### Register map, names as in the netlist, run 1

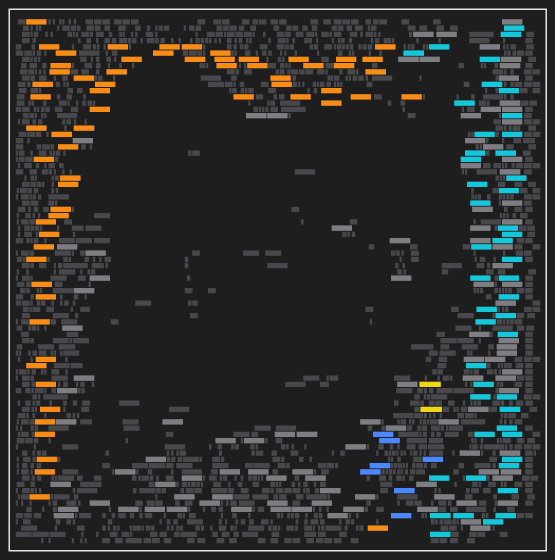
### Clock routing, run 1

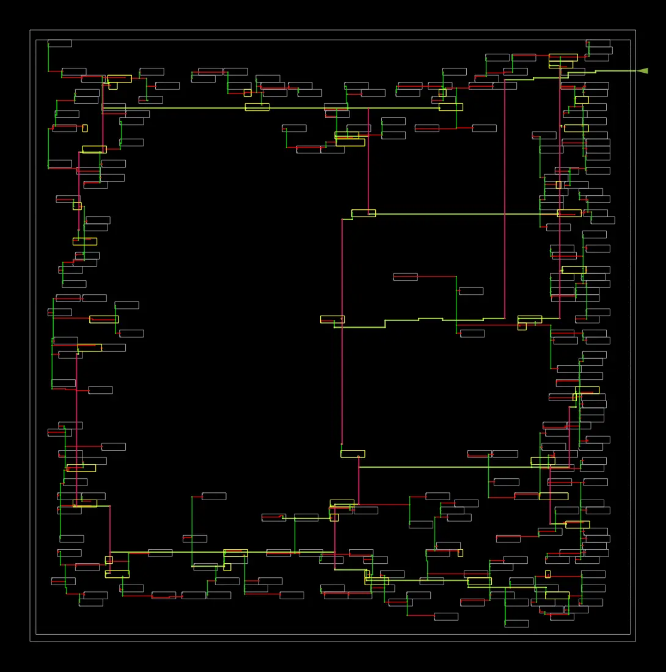
### M4 wires, run 1

Supply wires on this layer in gray.
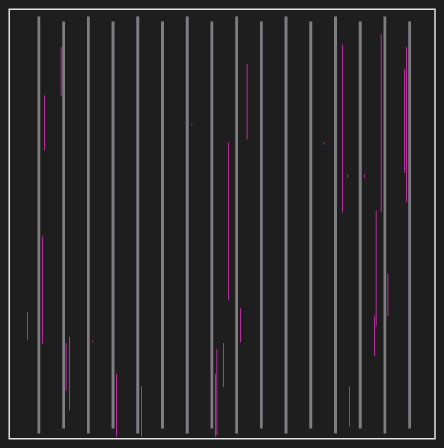
Design dram_arbiter, sky130hd; sources not shown.
==> run summary, run 1 <==
yosys + openroad results -> Die W 233 um, # IOs 600, Final Hold Viols 0, worst hold path type in2reg, nets@finish 2028, antenna cells 0, Critical Path AT 1.91 ns, XOR/XNOR share of the synthesized area 0, failing checks setup timing, Synthesis Warnings 0, drt wl/cell 17.78 um, Synth mux share 0, Core Area 52240 um^2, Fillers 5425, Final Max Slew Viols 0, Unique cell types 27, Post-CTS Setup Repair Bufs 7, status finished with violations, total power draw 26.89 mW, Num Clock Sinks 225, num tapcells 688, logic share of the area 0.2134, largest net degree at the start of global routing 98, Pre-Place Util 0.1969, pre-CTS WS 0.03019 ns, Top area cell types dfrtp_1 (55%), nor2_1 (11%), o22ai_1 (7.8%), clock skew 0.01725 ns, first-pass GRT wire length 61.48 mm, TritonCTS clock tree built, Tool Warnings 79, dominant logic cell types in the final layout clkdlybuf4s50_1 (383), nor2_1 (300), dfrtp_1 (223), o22ai_1 (127), inv_1 (121), GR peak layer met2, CTS Buffer Depth 3, final setup vio count 4, Seq Cell Count 225, total track usage 0.1463, top cell category buffers, Synth Area in Compound Gates 0.1620, RSZ-0062 raised after global routing true, FP Rows 84, Adders+Majority by Area 0.006083, cts repair resizes 45, Clock buf/inv share 0.04981, met2 usage 0.2478, Non-clock buffering overhead 0.3417, and+or+nand+nor area frac 0.1584, post-route setup slack -0.01858 ns, drt pass-1 iters 5, Non-CTS buffers 562
## Picture notes: 'Register map, names as in the netlist'
[cyan] d_rdata | sequential cells: 48 | where: a column on the right
[blue] wd_q | sequential cells: 7
[orange] addr_q | sequential cells: 64
[yellow] beats_q | sequential cells: 2
final core utilization: 0.3395
register area: 5633 um^2

## Picture notes: 'Clock routing'
final-layout clock buffer total: 27
clock network power: 4.76 mW
worst skew pair latency: 0.54 ns
Num CTS Buffers: 25

## Picture notes: 'M4 wires'
longest straight run: 97.2 um
main direction: vertical
share of all routed wire: 2.3%
routed wire length: 42.63 mm
vias: 10181

## run 1: routing by layer
metal	up-vias	part of all wire
li1	4812	-
met1	4851	0.42
met2	448	0.47
met3	62	0.087
met4	8	0.023
met5	-	0.0012
## run 1: cells in the mapped netlist (all sizes together)
master and n:
nor3 1, o21ai 125, o21a 1, inv 133, nand4 1, conb 1
nor2 312, dfrtp 225, a22o 1, a21oi 11, nand3 55, o22ai 129
clkbuf 46, buf 88, ha 5, o221ai 16, nand2 37
## run 1: worst max-delay path: stages, from the launching register on
cell     delay, ns
dfrtp_1       0.41
inv_2         0.09
ha_4          0.20
buf_16        0.17
nor2_1        0.20
buf_4         0.23
## run 1: power by group
part	total, mW	switching (mW)	internal, mW
logic	16.2	10.3	5.82
clock network	4.76	1.91	2.84
registers	5.97	0.446	5.53
total	26.9	12.7	14.2
==> run 2, diff against run 1 <==
ABC_AREA = not set   (was 1)
CORE_AREA = 2 2 235 237   (was 2 2 231 233)
DIE_AREA = 0 0 237 239   (was 0 0 233 235)
PLACE_DENSITY = 0.54   (was not set)
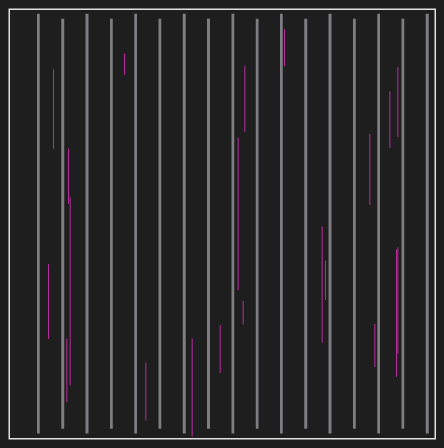
*M4 wires, run 2*
Supply wires on this layer in gray.
main direction: vertical
longest straight run: 105 um
share of all routed wire: 2.1%
wire length on this layer: 885 um
vias: 9403
routed wire length: 41.68 mm

==> run summary, run 2 <==
yosys + openroad results -> status finished with violations, failing checks setup timing, Slowest-stage cell, CP dfrtp_1, Yosys top cell by instances dfrtp_1, FFs w/ async S/R, synth 1.000, Seq pwr share 0.236, Unique cell types 43, Dominant Register Cell dfrtp_1, post-route setup slack -0.1228 ns, Synthesis Warnings 0, Tool Warnings 80, Final Max Slew Viols 0, dominant logic cell types in the final layout clkdlybuf4s50_1 (383), dfrtp_1 (223), mux2i_1 (129), nand2_1 (121), nor2_1 (90), final-layout clock buffer total 37, Synth Area in Compound Gates 0.08563, final setup vio count 34, Non-clock buffering overhead 0.3497, Clock buf/inv share 0.04867, Top area cell types dfrtp_1 (52%), mux2i_1 (12%), nor2b_1 (4.6%), Switching Share 0.4347, Synth mux share 0.1368, worst skew pair latency 0.55 ns, # IOs 600, and+or+nand+nor area frac 0.1826, Critical Path AT 2.01 ns, top cells by instance count after synthesis dfrtp_1 (225), mux2i_1 (131), nand2_1 (121), TritonCTS clock tree built, Die W 237 um, power share of the combinational group 0.588, clock skew 0.01381 ns, total sequential power 6.54 mW, antenna cells 0, Seq Cell Count 225, Post-synth EDFFs 0, Core Area 54340 um^2, final core utilization 0.3553, CTS Buffer Depth 3, total power draw 27.71 mW, FP Rows 86, largest net degree at the start of global routing 69, pre-CTS WS -0.1683 ns, logic share of the area 0.2629, Post-CTS Setup Repair Bufs 22, part of the power in the clock network 0.176, worst hold path type in2async, total track usage 0.1371, Non-CTS buffers 592, Cell Int Power 15.67 mW
[run 2: metal layers]
layer  routed length (um)  vias up  share of wire
met5                    0        -              0
met4                  885        0          0.021
met3                 3077       47          0.074
met2                20950      378           0.50
met1                16770     4440           0.40
li1                     -     4538              -
[run 2: cells by family (layout without fill, tap and decap cells)]
kind of cell | count (synthesis) | count (layout)
compound gates | 163 | 163
mux | 147 | 147
buf+inv | 127 | 649
fa+ha+maj | 5 | 5
other cells | 1 | 50
simple gates | 392 | 392
flops | 225 | 225
[run 2: worst max-delay path: cells and delay by family (launching register included)]
kind,cells,cell delay (ns)
AND/OR/NAND/NOR,3,0.51
adder cells (fa/ha/maj),1,0.17
buffers and inverters,2,0.38
flip-flops,1,0.40
Power and IR drop assume default switching activity.
